Routed metal, one colour a layer:
(3 px per um) Two of the layers only.
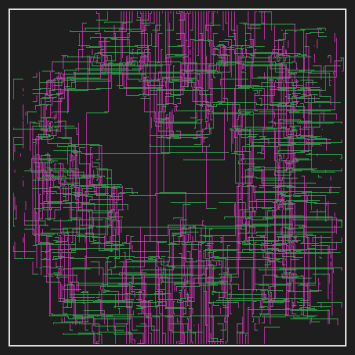
Signal wires on met2:
(3 px per um)
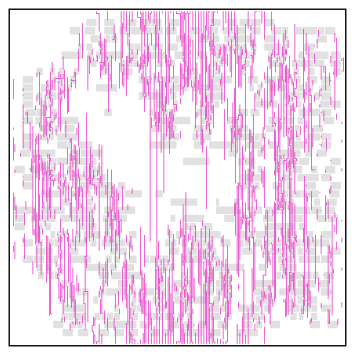
Ports around the boundary:
(4 px per um) Pins as bars across the die edge, other pins in grey.
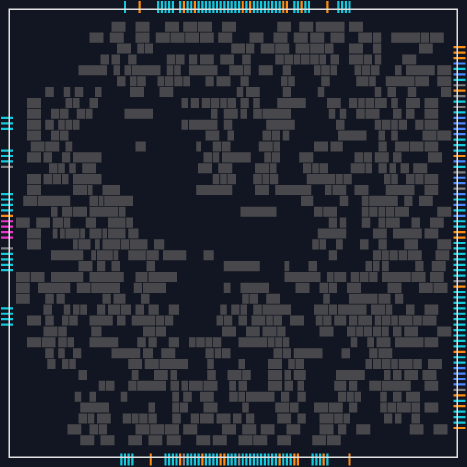
File: src/rtl/cdb_arbiter_if.sv
// cdb_arbiter_if: execution-unit result bus and common-data-bus broadcast.
// The master side is the pool of execution units. The slave side is the arbiter.
`timescale 1ns/1ps
interface cdb_arbiter_if #(
  parameter int N_EXU  = 4,
  parameter int TAG_W  = 4,
  parameter int DATA_W = 32
);
  logic [N_EXU-1:0]        exu_req;
  logic [N_EXU*TAG_W-1:0]  exu_tag;
  logic [N_EXU*DATA_W-1:0] exu_wdata;
  logic [N_EXU-1:0]        exu_rdy;
  logic                    cdb_vld;
  logic [TAG_W-1:0]        cdb_tag;
  logic [DATA_W-1:0]       cdb_data;

  modport master (
    output exu_req, exu_tag, exu_wdata,
    input  exu_rdy, cdb_vld, cdb_tag, cdb_data
  );

  modport slave (
    input  exu_req, exu_tag, exu_wdata,
    output exu_rdy, cdb_vld, cdb_tag, cdb_data
  );
endinterface

File: src/rtl/cdb_arbiter.sv
// cdb_arbiter: picks at most one finished execution-unit result per cycle.
// It broadcasts the winner's tag and data on a registered common data bus one cycle later.
// The default priority is round-robin: the unit after the last winner has the highest priority.
// Build option: define CDB_ARB_FIXED_PRIO_EN to use fixed priority instead.
// With that option, unit 0 is highest and unit N_EXU-1 is lowest, and the rotating pointer is removed.
// The grant (exu_rdy) is a function of exu_req and the pointer only.
// Units can therefore derive their upstream ready from it without forming a loop.
`timescale 1ns/1ps
module cdb_arbiter #(
  parameter int N_EXU  = 4,
  parameter int TAG_W  = 4,
  parameter int DATA_W = 32
) (
  input  logic         clk_i,
  input  logic         rst_i,
  cdb_arbiter_if.slave bus
);

  localparam int PTR_W = $clog2(N_EXU);

  logic [PTR_W-1:0]  ptr_s;
  logic [PTR_W:0]    scan_sum_s;
  logic [PTR_W-1:0]  scan_idx_s;
  logic [N_EXU-1:0]  gnt_s;
  logic              gnt_vld_s;
  logic [PTR_W-1:0]  gnt_idx_s;
  logic [TAG_W-1:0]  gnt_tag_s;
  logic [DATA_W-1:0] gnt_data_s;

  logic              cdb_vld_d;
  logic              cdb_vld_q;
  logic [TAG_W-1:0]  cdb_tag_d;
  logic [TAG_W-1:0]  cdb_tag_q;
  logic [DATA_W-1:0] cdb_data_d;
  logic [DATA_W-1:0] cdb_data_q;

`ifdef CDB_ARB_FIXED_PRIO_EN
  assign ptr_s = '0;
`else
  localparam logic [PTR_W-1:0] LAST_IDX = PTR_W'(N_EXU - 1);

  logic [PTR_W-1:0] ptr_d;
  logic [PTR_W-1:0] ptr_q;

  // Move the priority pointer just past the winner, wrapping at the last unit.
  always_comb begin
    ptr_d = ptr_q;
    if (gnt_vld_s) begin
      if (gnt_idx_s == LAST_IDX) begin
        ptr_d = '0;
      end else begin
        ptr_d = gnt_idx_s + PTR_W'(1);
      end
    end else begin
      ptr_d = ptr_q;
    end
  end

  // Priority pointer register.
  always_ff @(posedge clk_i) begin
    if (rst_i) begin
      ptr_q <= '0;
    end else begin
      ptr_q <= ptr_d;
    end
  end

  assign ptr_s = ptr_q;
`endif

  // Scan units starting at the pointer and grant the first requester found.
  always_comb begin
    gnt_s      = '0;
    gnt_vld_s  = 1'b0;
    gnt_idx_s  = '0;
    scan_sum_s = '0;
    scan_idx_s = '0;
    for (int k = 0; k < N_EXU; k++) begin
      scan_sum_s = {1'b0, ptr_s} + (PTR_W + 1)'(k);
      if (scan_sum_s >= (PTR_W + 1)'(N_EXU)) begin
        scan_idx_s = PTR_W'(scan_sum_s - (PTR_W + 1)'(N_EXU));
      end else begin
        scan_idx_s = PTR_W'(scan_sum_s);
      end
      if (!gnt_vld_s && bus.exu_req[scan_idx_s]) begin
        gnt_s[scan_idx_s] = 1'b1;
        gnt_vld_s         = 1'b1;
        gnt_idx_s         = scan_idx_s;
      end else begin
        gnt_vld_s = gnt_vld_s;
      end
    end
  end

  // Select the winner's tag and data. The result is all zero when nobody is granted.
  always_comb begin
    gnt_tag_s  = '0;
    gnt_data_s = '0;
    for (int i = 0; i < N_EXU; i++) begin
      if (gnt_s[i]) begin
        gnt_tag_s  = gnt_tag_s  | bus.exu_tag[i*TAG_W +: TAG_W];
        gnt_data_s = gnt_data_s | bus.exu_wdata[i*DATA_W +: DATA_W];
      end else begin
        gnt_tag_s  = gnt_tag_s;
        gnt_data_s = gnt_data_s;
      end
    end
  end

  // Next broadcast value: the winner this cycle, or an all-zero idle bus.
  always_comb begin
    cdb_vld_d  = gnt_vld_s;
    cdb_tag_d  = gnt_tag_s;
    cdb_data_d = gnt_data_s;
  end

  // Broadcast register. A grant in a reset cycle is dropped.
  always_ff @(posedge clk_i) begin
    if (rst_i) begin
      cdb_vld_q  <= 1'b0;
      cdb_tag_q  <= '0;
      cdb_data_q <= '0;
    end else begin
      cdb_vld_q  <= cdb_vld_d;
      cdb_tag_q  <= cdb_tag_d;
      cdb_data_q <= cdb_data_d;
    end
  end

  assign bus.exu_rdy  = gnt_s;
  assign bus.cdb_vld  = cdb_vld_q;
  assign bus.cdb_tag  = cdb_tag_q;
  assign bus.cdb_data = cdb_data_q;

endmodule

File: src/flat_wrapper.sv
// flat-port wrapper written by rule: the top's interface ports become plain ports
module cdb_arbiter_flat 
#(
  parameter int N_EXU  = 4,
  parameter int TAG_W  = 4,
  parameter int DATA_W = 32
)
  (clk_i, rst_i, bus_exu_req, bus_exu_tag, bus_exu_wdata, bus_exu_rdy, bus_cdb_vld, bus_cdb_tag, bus_cdb_data);
  cdb_arbiter_if #(.N_EXU(N_EXU), .TAG_W(TAG_W), .DATA_W(DATA_W)) bus_i ();
  input  logic clk_i;
  input  logic rst_i;
  input wire logic [$bits(bus_i.exu_req)-1:0] bus_exu_req;
  input wire logic [$bits(bus_i.exu_tag)-1:0] bus_exu_tag;
  input wire logic [$bits(bus_i.exu_wdata)-1:0] bus_exu_wdata;
  output wire logic [$bits(bus_i.exu_rdy)-1:0] bus_exu_rdy;
  output wire logic [$bits(bus_i.cdb_vld)-1:0] bus_cdb_vld;
  output wire logic [$bits(bus_i.cdb_tag)-1:0] bus_cdb_tag;
  output wire logic [$bits(bus_i.cdb_data)-1:0] bus_cdb_data;
  assign bus_i.exu_req = bus_exu_req;
  assign bus_i.exu_tag = bus_exu_tag;
  assign bus_i.exu_wdata = bus_exu_wdata;
  assign bus_exu_rdy = bus_i.exu_rdy;
  assign bus_cdb_vld = bus_i.cdb_vld;
  assign bus_cdb_tag = bus_i.cdb_tag;
  assign bus_cdb_data = bus_i.cdb_data;
  cdb_arbiter #(.N_EXU(N_EXU), .TAG_W(TAG_W), .DATA_W(DATA_W)) u_core (.clk_i(clk_i), .rst_i(rst_i), .bus(bus_i));
endmodule
File: config.mk
export PLATFORM = sky130hd
export DESIGN_NAME = cdb_arbiter_flat
export DESIGN_NICKNAME = d
export VERILOG_FILES = /design/src/rtl/cdb_arbiter_if.sv /design/src/rtl/cdb_arbiter.sv /design/src/flat_wrapper.sv
export SDC_FILE = /design/constraint.sdc
export NUM_CORES = 1
export LEC_CHECK = 0
export CORE_UTILIZATION = 30
export CTS_CLUSTER_DIAMETER = 150
export DETAILED_ROUTE_END_ITERATION = 10
export MAX_ROUTING_LAYER = met4
export REMOVE_ABC_BUFFERS = 1
export SYNTH_ARGS = -nofsm -noshare
export SYNTH_HDL_FRONTEND = slang
export SYNTH_SLANG_ARGS = --single-unit
File: constraint.sdc
create_clock -name clk_i -period 7.1 [get_ports clk_i]
set_clock_uncertainty 0.2 [all_clocks]
set_input_delay 1.42 -clock clk_i [delete_from_list [all_inputs] [get_ports clk_i]]
set_output_delay 1.42 -clock clk_i [all_outputs]
set_load 0.02 [all_outputs]
==> report_table.html <==
<p>Metrics extracted from the flow reports.</p>
<table>
<tr><th>Metric</th><th>Value</th></tr>
<tr><th colspan="2">Outcome</th></tr>
<tr><td>Status</td><td>finished, violations left</td></tr>
<tr><td>Violated checks</td><td>DRC</td></tr>
<tr><th colspan="2">Global route</th></tr>
<tr><td>Number of antenna violations at the first check in global routing</td><td>0</td></tr>
<tr><td>Met3 Resource Use GR</td><td>0.03484</td></tr>
<tr><td>Vias in the first global route</td><td>4047</td></tr>
<tr><td>Largest net degree at the start of global routing</td><td>roughly 87</td></tr>
<tr><td>Wire length of the first global-routing pass</td><td>21.15 mm</td></tr>
<tr><th colspan="2">Yosys</th></tr>
<tr><td>Library cell occupying the most area in the post-synthesis netlist</td><td>nor2b_1</td></tr>
<tr><td>Total of flip-flops plus latches after synthesis</td><td>39</td></tr>
<tr><td>Number of warning messages in the yosys log</td><td>0</td></tr>
<tr><td>Dominant Register Cell</td><td>dfxtp_1</td></tr>
<tr><td>Tally of unique sky130hd cells used after synthesis</td><td>38</td></tr>
<tr><td>Largest cells by area</td><td>nor2b_1 (26%), dfxtp_1 (22%), o21ai_1 (15%), nand4_1 (6.2%), buf_6 (5.0%)</td></tr>
<tr><th colspan="2">Setup path</th></tr>
<tr><td>Crit end category</td><td>output pin</td></tr>
<tr><td>Largest fanout on the critical path</td><td>37</td></tr>
<tr><td>Flop2flop setup slack</td><td>approximately 3600 ps</td></tr>
<tr><td>End point of the critical path</td><td>bus_exu_rdy[1]</td></tr>
<tr><td>Endpoint of the worst register-to-register path</td><td>u_core.bus.cdb_data[25]$_SDFF_PP0_</td></tr>
<tr><th colspan="2">Min path</th></tr>
<tr><td>Hold Path Depth</td><td>2</td></tr>
<tr><td>Worst Hold Path EP</td><td>u_core.ptr_q[1]$_SDFFE_PP0P_</td></tr>
<tr><td>Worst min-delay path category</td><td>reg -&gt; reg</td></tr>
<tr><th colspan="2">Die</th></tr>
<tr><td>Core Footprint</td><td>11560 sq um</td></tr>
<tr><td>FP Util</td><td>0.3118</td></tr>
<tr><th colspan="2">STA</th></tr>
<tr><td>Transition time of the tightest slew-check pin</td><td>822.3 ps</td></tr>
<tr><td>Total Negative Setup Slacks</td><td>0 ps</td></tr>
<tr><td>RSZ-0062 raised after global routing</td><td>false</td></tr>
<tr><td>Number of slew-limit violations in the final report</td><td>0</td></tr>
<tr><td>Fmax</td><td>166.4 MHz</td></tr>
<tr><td>Setup violation total in the final timing report</td><td>0</td></tr>
<tr><td>Final Hold Violating Endpoints</td><td>0</td></tr>
<tr><th colspan="2">Clock tree</th></tr>
<tr><td>CTS H-tree lvls</td><td>2</td></tr>
<tr><td>Cell chosen for the clock root</td><td>clkbuf_16</td></tr>
<tr><td>Clock latency of the later-clocked register in the worst-skew pair</td><td>~280 ps</td></tr>
<tr><td>Number of buffers inserted during clock tree synthesis</td><td>5</td></tr>
<tr><td>Post-CTS sizing</td><td>0</td></tr>
<tr><td>TritonCTS clock tree</td><td>built</td></tr>
<tr><th colspan="2">Route</th></tr>
<tr><td>Number of remaining DRC errors</td><td>17</td></tr>
<tr><td>Antenna Nets Post-Route</td><td>0</td></tr>
<tr><td>Highest routed layer</td><td>met4</td></tr>
<tr><td>First-pass DRT Iterations</td><td>8</td></tr>
<tr><td>Detailed-route wire length on metal 1</td><td>5.791 mm</td></tr>
<tr><td>Average via count per standard cell</td><td>a little over 5</td></tr>
<tr><th colspan="2">Place</th></tr>
<tr><td>Routability cong.</td><td>roughly 0.84</td></tr>
<tr><td>Cell count after placement</td><td>767</td></tr>
<tr><th colspan="2">Cells and area</th></tr>
<tr><td>Number of inserted filler cells in the final layout</td><td>1171</td></tr>
<tr><th colspan="2">Power</th></tr>
<tr><td>Max power group</td><td>combinational logic</td></tr>
<tr><td>Overall power of the completed layout</td><td>approximately 1.8 mW</td></tr>
<tr><td>Share of power burned in registers</td><td>0.210</td></tr>
<tr><td>Switching power as a share of total power</td><td>0.4618</td></tr>
<tr><th colspan="2">Run</th></tr>
<tr><td>Number of OpenROAD warnings</td><td>30</td></tr>
</table>
Notes on 'routed metal, one colour a layer' above:
M2 -> magenta  # wire length 6550 um
M1 -> green  # wire length 5790 um
DR WL/cell: 17.26 um
total routing usage reported by global routing: 0.2170
via total after detailed routing: 4022
total routed wirelength: 13.38 mm

Notes on 'signal wires on met2' above:
share of all routed wire = 49%
main direction = vertical
wire length on this layer = 6550 um
longest straight run = 62.9 um
nets with wire on the layer = 638

Notes on 'ports around the boundary' above:
bus_exu_wdata -> cyan  # pins 128, direction input, edge 38 top, 36 bottom, 36 right, 18 left
bus_exu_req -> magenta  # pins 4, direction input, edge left
bus_exu_tag -> blue  # pins 16, direction input, edge right
bus_cdb_data -> orange  # pins 32, direction output, edge 12 right, 10 bottom, 9 top, 1 left
all pins by edge = 71 right, 48 bottom, 47 top, 25 left
die width: 111.6 um
die height: 111.6 um
total of buffers placed on input and output ports: 190

-- metrics by stage --
| step | hold WS (ps) | util | setup slack, ps |
|---|---|---|---|
| after floorplan | 346.1 | - | 1905 |
| after global placement | 390.2 | 0.4666 | 1182 |
| after detailed placement | 408.9 | 0.4666 | 1072 |
| after CTS | 416.8 | 0.4785 | 1075 |
| after global routing | 473.4 | 0.4785 | 962.4 |
| final | 412.6 | 0.4785 | 1089 |
-- placed cells by master, fill, tap and decap left out, drive strengths merged, types with 2 or more instances in the layout --
cell type      instances
or2                    4
clkbuf                 7
o21ai                145
dfxtp                 39
inv                    2
ha                     6
mux2i                  2
nor2                   3
nand2                  5
buf                    9
nor3                   2
nand3b                 5
clkdlybuf4s50        189
nor2b                150
nand4                 36
a21oi                  9
and2                   4
mux4                   4
-- critical path, cell delays in order --
cell             delay, ps
clkdlybuf4s50_1        520
mux4_2                 700
nor4b_4                370
and2_4                 540
or2_1                  210
clkdlybuf4s50_1        610
-- layout make-up --
cell class / count / area (sq um) / area share
well taps: 143 / 178.9 / 0.03233
flip-flops and latches: 39 / 780.7 / 0.1411
clock buffers: 7 / 132.6 / 0.02397
multi-input cells: 385 / 2470 / 0.4463
inverters: 2 / 7.507 / 0.001357
clock inverters: 1 / 5.005 / 0.0009044
repair buffers: 198 / 1959 / 0.3541
-- cells by family after synthesis --
family                     count (synthesis)  share of synthesized area
adders and majority gates                  6                    0.02082
DFF                                       39                     0.2165
AOI/OAI and AO/OA                        162                     0.2554
buffers and inverters                     50                     0.1027
and+or+nand+nor                          211                     0.3741
muxes                                      6                    0.03054
-- state kept, by name, summed over array words and instances (netlist names), named ones only --
register / flops
u_core.ptr_q: 1
u_core.bus.cdb_vld: 1
u_core.bus.cdb_data: 32
u_core.bus.cdb_tag: 4
Power is estimated from default activity; no workload was simulated.
